port_trees.png
The bar under the picture is 100 µm long.
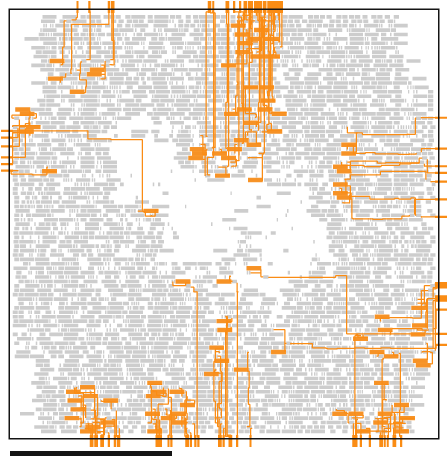
ff_map.png
The bar under the picture is 100 µm long. Other sequential cells in the stronger gray, the rest of the logic in the fainter gray.
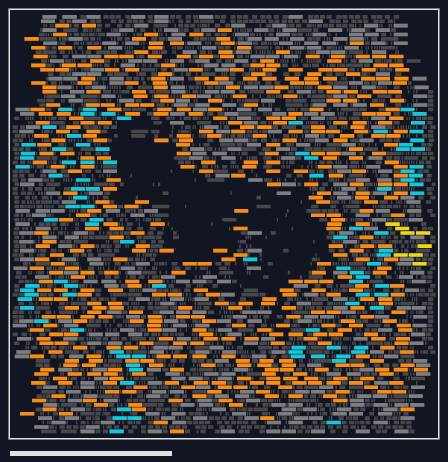
congestion_map.png
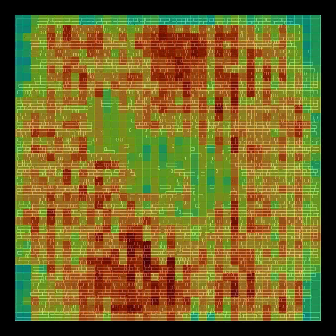
<file path="src/rtl/sos_coef_if.sv">
// Sample handshake and host configuration bus shared between the SOS
// coefficient controller and its environment.
interface sos_coef_if #(
  parameter int CW = 24
);
  logic                 s_valid_in;
  logic                 s_ready;
  logic                 sos_valid_in;
  logic                 casc_valid_out;
  logic                 cfg_we;
  logic [5:0]           cfg_addr;
  logic signed [CW-1:0] cfg_wdata;
  logic                 cfg_commit;
  logic                 cfg_busy;
  logic                 cfg_err;
  logic [7:0]           swap_cnt;

  modport master (
    output s_valid_in, casc_valid_out, cfg_we, cfg_addr, cfg_wdata, cfg_commit,
    input  s_ready, sos_valid_in, cfg_busy, cfg_err, swap_cnt
  );

  modport slave (
    input  s_valid_in, casc_valid_out, cfg_we, cfg_addr, cfg_wdata, cfg_commit,
    output s_ready, sos_valid_in, cfg_busy, cfg_err, swap_cnt
  );
endinterface

</file>
<file path="src/rtl/sos_coef_ctrl.sv">
// Shadow/active coefficient banks and sample gating for a biquad cascade.
// Define SOS_FLUSH_ON_SWAP_EN to clear section history for 2 cycles after each swap.
module sos_coef_ctrl #(
  parameter int NUM_SEC = 4,
  parameter int CW      = 24,
  parameter int CNT_W   = 6
) (
  input  logic                  clk,
  input  logic                  rst_n,
  sos_coef_if.slave             bus,
  output logic [NUM_SEC*CW-1:0] b0_o,
  output logic [NUM_SEC*CW-1:0] b1_o,
  output logic [NUM_SEC*CW-1:0] b2_o,
  output logic [NUM_SEC*CW-1:0] a1_o,
  output logic [NUM_SEC*CW-1:0] a2_o,
  output logic                  sec_clr_n
);

  localparam int                   NUM_COEF = 5;
  localparam logic signed [CW-1:0] COEF_ONE = {2'b01, {(CW-2){1'b0}}};
  localparam logic [CNT_W-1:0]     CNT_MAX  = '1;

  typedef enum logic [1:0] {
    RUN   = 2'd0,
    DRAIN = 2'd1,
    SWAP  = 2'd2
`ifdef SOS_FLUSH_ON_SWAP_EN
    ,
    CLEAR = 2'd3
`endif
  } state_t;

  state_t               state;
  state_t               state_nxt;
  logic [CNT_W-1:0]     inflight;
  logic                 busy;
  logic                 err;
  logic [7:0]           swap_cnt;

  logic [2:0]           wr_sec;
  logic [2:0]           wr_coef;
  logic                 addr_legal;
  logic                 wr_ok;
  logic                 wr_bad;
  logic                 commit_bad;
  logic                 ready;
  logic                 inc;
  logic                 dec;
  logic                 underflow;

  logic signed [CW-1:0] shadow [NUM_SEC][NUM_COEF];
  logic signed [CW-1:0] active [NUM_SEC][NUM_COEF];

  // Address decode and error sources
  assign wr_sec     = bus.cfg_addr[5:3];
  assign wr_coef    = bus.cfg_addr[2:0];
  assign addr_legal = (wr_coef < 3'd5) && (int'(wr_sec) < NUM_SEC);
  assign wr_ok      = bus.cfg_we && addr_legal;
  assign wr_bad     = bus.cfg_we && !addr_legal;
  assign commit_bad = bus.cfg_commit && (state != RUN);

  // Sample gating: the cascade only sees samples while running and not full
  assign ready            = (state == RUN) && (inflight != CNT_MAX);
  assign bus.s_ready      = ready;
  assign bus.sos_valid_in = bus.s_valid_in & ready;

  assign inc       = bus.s_valid_in & ready;
  assign dec       = bus.casc_valid_out;
  assign underflow = dec && !inc && (inflight == '0);

  assign bus.cfg_busy = busy;
  assign bus.cfg_err  = err;
  assign bus.swap_cnt = swap_cnt;

`ifdef SOS_FLUSH_ON_SWAP_EN
  logic clr_cnt;
  logic clr_n;
`endif

  always_comb begin
    state_nxt = state;
    case (state)
      RUN:   if (bus.cfg_commit) state_nxt = DRAIN;
      DRAIN: if (inflight == '0) state_nxt = SWAP;
`ifdef SOS_FLUSH_ON_SWAP_EN
      SWAP:  state_nxt = CLEAR;
      CLEAR: if (clr_cnt) state_nxt = RUN;
`else
      SWAP:  state_nxt = RUN;
`endif
      default: state_nxt = RUN;
    endcase
  end

  always_ff @(posedge clk or negedge rst_n) begin
    if (!rst_n) begin
      state    <= RUN;
      inflight <= '0;
      busy     <= 1'b0;
      err      <= 1'b0;
      swap_cnt <= 8'd0;
    end else begin
      state <= state_nxt;
      busy  <= (state_nxt != RUN);
      err   <= wr_bad | commit_bad | underflow;
      if (inc && !dec)
        inflight <= inflight + CNT_W'(1);
      else if (dec && !inc && (inflight != '0))
        inflight <= inflight - CNT_W'(1);
      if (state == SWAP)
        swap_cnt <= swap_cnt + 8'd1;
    end
  end

`ifdef SOS_FLUSH_ON_SWAP_EN
  // clr_cnt marks the second CLEAR cycle so the clear pulse is exactly 2 cycles
  always_ff @(posedge clk or negedge rst_n) begin
    if (!rst_n) begin
      clr_cnt <= 1'b0;
      clr_n   <= 1'b1;
    end else begin
      clr_cnt <= (state == CLEAR) && !clr_cnt;
      clr_n   <= (state_nxt != CLEAR);
    end
  end
  assign sec_clr_n = clr_n;
`else
  assign sec_clr_n = 1'b1;
`endif

  // Shadow bank: host writes land here in any state
  always_ff @(posedge clk or negedge rst_n) begin
    if (!rst_n) begin
      for (int s = 0; s < NUM_SEC; s++)
        for (int c = 0; c < NUM_COEF; c++)
          shadow[s][c] <= (c == 0) ? COEF_ONE : '0;
    end else begin
      for (int s = 0; s < NUM_SEC; s++)
        for (int c = 0; c < NUM_COEF; c++)
          if (wr_ok && (wr_sec == 3'(s)) && (wr_coef == 3'(c)))
            shadow[s][c] <= bus.cfg_wdata;
    end
  end

  // Active bank: whole-bank copy in SWAP; a same-cycle host write is not seen
  always_ff @(posedge clk or negedge rst_n) begin
    if (!rst_n) begin
      for (int s = 0; s < NUM_SEC; s++)
        for (int c = 0; c < NUM_COEF; c++)
          active[s][c] <= (c == 0) ? COEF_ONE : '0;
    end else if (state == SWAP) begin
      for (int s = 0; s < NUM_SEC; s++)
        for (int c = 0; c < NUM_COEF; c++)
          active[s][c] <= shadow[s][c];
    end
  end

  for (genvar k = 0; k < NUM_SEC; k++) begin : g_out
    assign b0_o[k*CW +: CW] = active[k][0];
    assign b1_o[k*CW +: CW] = active[k][1];
    assign b2_o[k*CW +: CW] = active[k][2];
    assign a1_o[k*CW +: CW] = active[k][3];
    assign a2_o[k*CW +: CW] = active[k][4];
  end

endmodule

</file>
<file path="src/flat_wrapper.sv">
// flat-port wrapper written by rule: the top's interface ports become plain ports
module sos_coef_ctrl_flat 
#(
  parameter int NUM_SEC = 4,
  parameter int CW      = 24,
  parameter int CNT_W   = 6
)
  (clk, rst_n, b0_o, b1_o, b2_o, a1_o, a2_o, sec_clr_n, bus_s_valid_in, bus_casc_valid_out, bus_cfg_we, bus_cfg_addr, bus_cfg_wdata, bus_cfg_commit, bus_s_ready, bus_sos_valid_in, bus_cfg_busy, bus_cfg_err, bus_swap_cnt);
  sos_coef_if #(.CW(CW)) bus_i ();
  input  logic clk;
  input  logic rst_n;
  output logic [NUM_SEC*CW-1:0] b0_o;
  output logic [NUM_SEC*CW-1:0] b1_o;
  output logic [NUM_SEC*CW-1:0] b2_o;
  output logic [NUM_SEC*CW-1:0] a1_o;
  output logic [NUM_SEC*CW-1:0] a2_o;
  output logic sec_clr_n;
  input wire logic [$bits(bus_i.s_valid_in)-1:0] bus_s_valid_in;
  input wire logic [$bits(bus_i.casc_valid_out)-1:0] bus_casc_valid_out;
  input wire logic [$bits(bus_i.cfg_we)-1:0] bus_cfg_we;
  input wire logic [$bits(bus_i.cfg_addr)-1:0] bus_cfg_addr;
  input wire logic [$bits(bus_i.cfg_wdata)-1:0] bus_cfg_wdata;
  input wire logic [$bits(bus_i.cfg_commit)-1:0] bus_cfg_commit;
  output wire logic [$bits(bus_i.s_ready)-1:0] bus_s_ready;
  output wire logic [$bits(bus_i.sos_valid_in)-1:0] bus_sos_valid_in;
  output wire logic [$bits(bus_i.cfg_busy)-1:0] bus_cfg_busy;
  output wire logic [$bits(bus_i.cfg_err)-1:0] bus_cfg_err;
  output wire logic [$bits(bus_i.swap_cnt)-1:0] bus_swap_cnt;
  assign bus_i.s_valid_in = bus_s_valid_in;
  assign bus_i.casc_valid_out = bus_casc_valid_out;
  assign bus_i.cfg_we = bus_cfg_we;
  assign bus_i.cfg_addr = bus_cfg_addr;
  assign bus_i.cfg_wdata = bus_cfg_wdata;
  assign bus_i.cfg_commit = bus_cfg_commit;
  assign bus_s_ready = bus_i.s_ready;
  assign bus_sos_valid_in = bus_i.sos_valid_in;
  assign bus_cfg_busy = bus_i.cfg_busy;
  assign bus_cfg_err = bus_i.cfg_err;
  assign bus_swap_cnt = bus_i.swap_cnt;
  sos_coef_ctrl #(.NUM_SEC(NUM_SEC), .CW(CW), .CNT_W(CNT_W)) u_core (.clk(clk), .rst_n(rst_n), .bus(bus_i), .b0_o(b0_o), .b1_o(b1_o), .b2_o(b2_o), .a1_o(a1_o), .a2_o(a2_o), .sec_clr_n(sec_clr_n));
endmodule
</file>
<file path="config.mk">
export PLATFORM = sky130hd
export DESIGN_NAME = sos_coef_ctrl_flat
export DESIGN_NICKNAME = d
export VERILOG_FILES = /design/src/rtl/sos_coef_if.sv /design/src/rtl/sos_coef_ctrl.sv /design/src/flat_wrapper.sv
export SDC_FILE = /design/constraint.sdc
export NUM_CORES = 2
export LEC_CHECK = 0
export CAP_MARGIN = 10
export CORE_UTILIZATION = 54
export DETAILED_ROUTE_END_ITERATION = 6
export GPL_TIMING_DRIVEN = 0
export PLACE_DENSITY = 0.79
export RECOVER_POWER = 50
export SLEW_MARGIN = 10
export SYNTH_ARGS = -nofsm -noshare
export SYNTH_HDL_FRONTEND = slang
export SYNTH_SLANG_ARGS = --single-unit
</file>
<file path="constraint.sdc">
create_clock -name clk -period 2.65 [get_ports clk]
set_input_delay 0.53 -clock clk [delete_from_list [all_inputs] [get_ports clk]]
set_output_delay 0.53 -clock clk [all_outputs]
set_load 0.02 [all_outputs]
</file>
==> run summary <==
Main metrics from the flow reports.

The run finished, with violations left. The checks that failed: setup timing. The later pin in the worst-skew pair is clocked with a latency of 0.65 ns. In this run the layout overhead on the synthesized area is reported as 26.8%. The worst-case clock buffer depth came out at 3. The proportion of layout cells with a drive suffix above 1 is 0.185. The required time of the critical path is 3.17 ns. The first routing iteration left 2002 violations. The number of setup violations in the final report came out at 9.

According to the CTS report, the clock sink count is 978. The tally of max-capacitance violations came out at 0. The cell area after technology mapping came out at 37100 µm². The register with the highest flop count is u_core.shadow. The combinational power came out at 3250 µW. STA classifies the critical path endpoint as a flop. TritonRoute reported its final design rule violation total as 0.

The via count of the first global-routing pass came out at 26.3k. The wire length on met1 came out at 45400 µm. Across all checked pins, the minimum headroom to the slew limit is 0.179. Per the power-grid run, VDD falls by no more than 0.528 mV. A synthesized cell averages 11.5 µm². The maximum fanout along the worst path is 10. The most common library cell in the layout ignoring fill and taps is sky130_fd_sc_hd__nand2_1. The clock skew came out at 0.0275 ns. In the synthesized netlist the async set-or-reset flop fraction comes to 1.00. In the global route stage, overall resource usage came out at 0.314. The core utilization before placement is 0.549. The final hold violation count came out at 0. Per the synthesis report, the AND-OR/OR-AND share of the synthesized area is 0.00223. Final hold analysis gives a worst-case slack of 0.437 ns. Per the cell usage report, the commonest logic cells after layout are sky130_fd_sc_hd__nand2_1 (1458), sky130_fd_sc_hd__dfrtp_1 (969), sky130_fd_sc_hd__clkdlybuf4s50_1 (500), sky130_fd_sc_hd__mux2_2 (443), sky130_fd_sc_hd__clkbuf_1 (184). In this run, the synthesized area fraction spent on adder and majority cells is recorded as 0.00223. The unique cell type count in the Yosys netlist is 41. The number of antenna violations at the first check in global routing was 2. The maximum operating frequency came out at 370 MHz. Setup repair after global routing could not meet its margin everywhere. The slew at the pin closest to its max-slew limit is 1.23 ns. Among all flip-flop cells after synthesis, the most frequent one is sky130_fd_sc_hd__dfrtp_1. The instance count of the mapped netlist came out at 3211. The routed wire length came out at 109000 µm. Once routing completed, OpenROAD measured the worst setup slack at -0.0492 ns. STA classifies the critical path startpoint as an input port.

The total buffers and inverters traversed by the critical path came out at 2. Counting pins that exceed their max-slew limit in the final report gives 0. The prevailing logic family in the synthesized netlist is simple AND/OR/NAND/NOR gates.

The internal power component is 26500 µW. Summed over all nets, the switching power comes to 8390 µW. The reg-to-reg setup timing slack came out at 0.07 ns. In this run, post-CTS repair resized a total of 9 instances. The length of routed met3 wiring came out at 6660 µm.

The data arrival time at the worst-slack endpoint is 3.22 ns. After synthesis, the chip area reported by Yosys is 37100 µm². The standard cell area after detailed placement is 43400 µm². The core region area is 67500 µm². The power in sequential cells came out at 16800 µW. The post-synthesis mux area share came out at 0.151. In this run, the synthesized area fraction spent on xor and xnor cells is recorded as 0.00284.

The placement summary gives the final routability congestion estimate as 0.854. The category of cells accounting for the largest share of critical-path delay is simple AND/OR/NAND/NOR gates. The largest individual stage delay along the critical path comes from the cell sky130_fd_sc_hd__clkbuf_1. The final instance count without filler cells came out at 4782.

The number of buffers added to fix hold violations after cts came out at 1. The count of warning messages emitted by the tools is 42. The portion of the post-synthesis area used by sequential elements came out at 0.661. The final timing summary puts the cycle share of the worst path at 1.02.

The routed layout has 25.9k vias. The number of port buffers came out at 502. The startpoint identified for the worst register-to-register timing path is u_core.state[1]$_DFF_PN0_. For this run the detailed placement stage logged an HPWL of 74600 µm. The script logs the ratio of routed vias to standard cells as 5.41. The post-route cell area is 47000 µm². The routed design uses 51800 µm of met2 wire. Per the placement report, the placed cell count is 4593. The H-tree depth reported by CTS is 3. Walking the worst path, the cells encountered are clkdlybuf4s50_1 -> o21a_1 -> or3b_4 -> nor3_2 -> nand2_1 -> clkbuf_1 -> mux2_2. The worst register-to-register path ends at u_core.a2_o[55]$_DFFE_PN0N_. Among all stages on the critical path, the maximum delay recorded is 0.49 ns.

Per the CTS log, the root buffer master is sky130_fd_sc_hd__clkbuf_16. The iteration tally of the first detailed-router pass is 7. The remaining number of nets flagged by the antenna check after routing came out at 0. The final critical delay including setup and external delays came out at 2.70 ns. The overall power after layout came out at 34900 µW. By startpoint and endpoint, the worst setup path is classified as input port to flop. The clock network power consumption is 14900 µW.

The TritonCTS clock tree is done. In the final timing run, aggregate negative setup slack is -0.368 ns. The power per cell area came out at 742 nW/µm².

The synthesized-area fraction occupied by and/or/nand/nor cells came out at 0.156. In the global route stage, met1 resource usage came out at 0.420. The leakage power figure is 0.0242 µW. The global-route wire length before repair came out at 162000 µm. Row generation in the floorplan step produced 95 rows. The sequential power share came out at 0.480. The number of buffers inserted to repair setup after CTS is 6. Entering global routing, the biggest net connects 171 pins. The share of the core filled with cells in the final layout is 0.696. 529 I/O pins were placed. Looking at the worst setup and hold paths, the clock pins of their registers show a slew of 0.06 ns.

The post-synthesis sequential element count is 978. The Yosys step of the flow raised 0 warnings. OpenSTA, run right after detailed placement, puts the worst setup slack at -0.806 ns.

The power report attributes to the combinational group a share of 0.093. The flip-flop count of the largest register after layout is 480. The worst hold path begins at u_core.shadow[360]$_DFFE_PN0P_. The worst register-to-register path has a depth of 6. The chip area is 69700 µm².

In the hold report, the worst path ends at u_core.a2_o[0]$_DFFE_PN0N_. The vertical die dimension came out at 264 µm. In this run the top signal layer used is met4. The worst hold path belongs to the class flop to flop. The fraction of met3 tracks used by global routing is 0.0602.

The number of nets at floorplan is 3253. The share of total power dissipated in the clock network is 0.426. The number of standard cells reported by yosys came out at 3211.
About port_trees.png:
Key: a1_o = orange [bits 96, direction output, edge 40 bottom, 34 top, 16 right, 6 left, end cells 96, buffers 96, wire 5370 µm]

About ff_map.png:
Key: u_core.shadow = orange [flops 480, where spread over the die]; u_core.a2_o = cyan [flops 96]; u_core.bus.swap_cnt = yellow [flops 8, where middle right]
Another 394 sequential cells are not colored.

About congestion_map.png:
layer with the highest usage after global routing: met2
met2 usage: 0.499
detail-routed net length per standard cell: 22.8 µm

==> cells in the mapped netlist (all sizes together) (2+ instances only) <==
cell type | count | area, µm²
or3b | 2 | 20.0
nor3 | 3 | 25.0
a21oi | 3 | 15.0
clkbuf | 178 | 668
dfstp | 8 | 210
and3 | 2 | 12.5
nand4 | 3 | 18.8
nand3 | 7 | 35.0
a21o | 2 | 15.0
buf | 24 | 206
xnor2 | 11 | 96.3
or3 | 2 | 12.5
and2 | 3 | 18.8
inv | 7 | 26.3
dfrtp | 970 | 24300
nor2 | 17 | 83.8
nand2 | 1459 | 5480
ha | 5 | 62.6
o21a | 2 | 15.0
o21ai | 3 | 15.0
mux2 | 483 | 5590
mux2i | 2 | 20.0
nor4 | 2 | 42.5
==> worst max-delay path by stage <==
stage,from,endpoint,depth (start not counted)
4_1_cts,bus_cfg_addr[0],u_core.shadow[5]$_DFFE_PN0P_,7
2_1_floorplan,bus_cfg_addr[1],u_core.shadow[459]$_DFFE_PN0P_,8
3_5_place_dp,bus_cfg_addr[0],u_core.shadow[232]$_DFFE_PN0P_,8
5_1_grt,bus_cfg_addr[0],u_core.shadow[350]$_DFFE_PN0P_,7
3_3_place_gp,rst_n,u_core.b1_o[54]$_DFFE_PN0N_,1
6_report,bus_cfg_addr[0],u_core.shadow[350]$_DFFE_PN0P_,7
==> cell type report <==
cell class / count / area, µm²
antenna: 3 / 7.51
buffer: 202 / 901
clock buffer: 137 / 2800
clock inverter: 42 / 677
fill: 4723 / 20500
inverter: 7 / 26.3
multi-input combinational: 2024 / 11700
sequential: 978 / 24500
tap: 873 / 1090
timing repair buffer: 516 / 5260
==> worst min-delay path: stages (launching register included) <==
cell and delay (ns):
sky130_fd_sc_hd__dfrtp_1 0.34, sky130_fd_sc_hd__nand2_1 0.05, sky130_fd_sc_hd__nand2_1 0.04
No activity file was given, so power comes from the tool's default toggle rates.
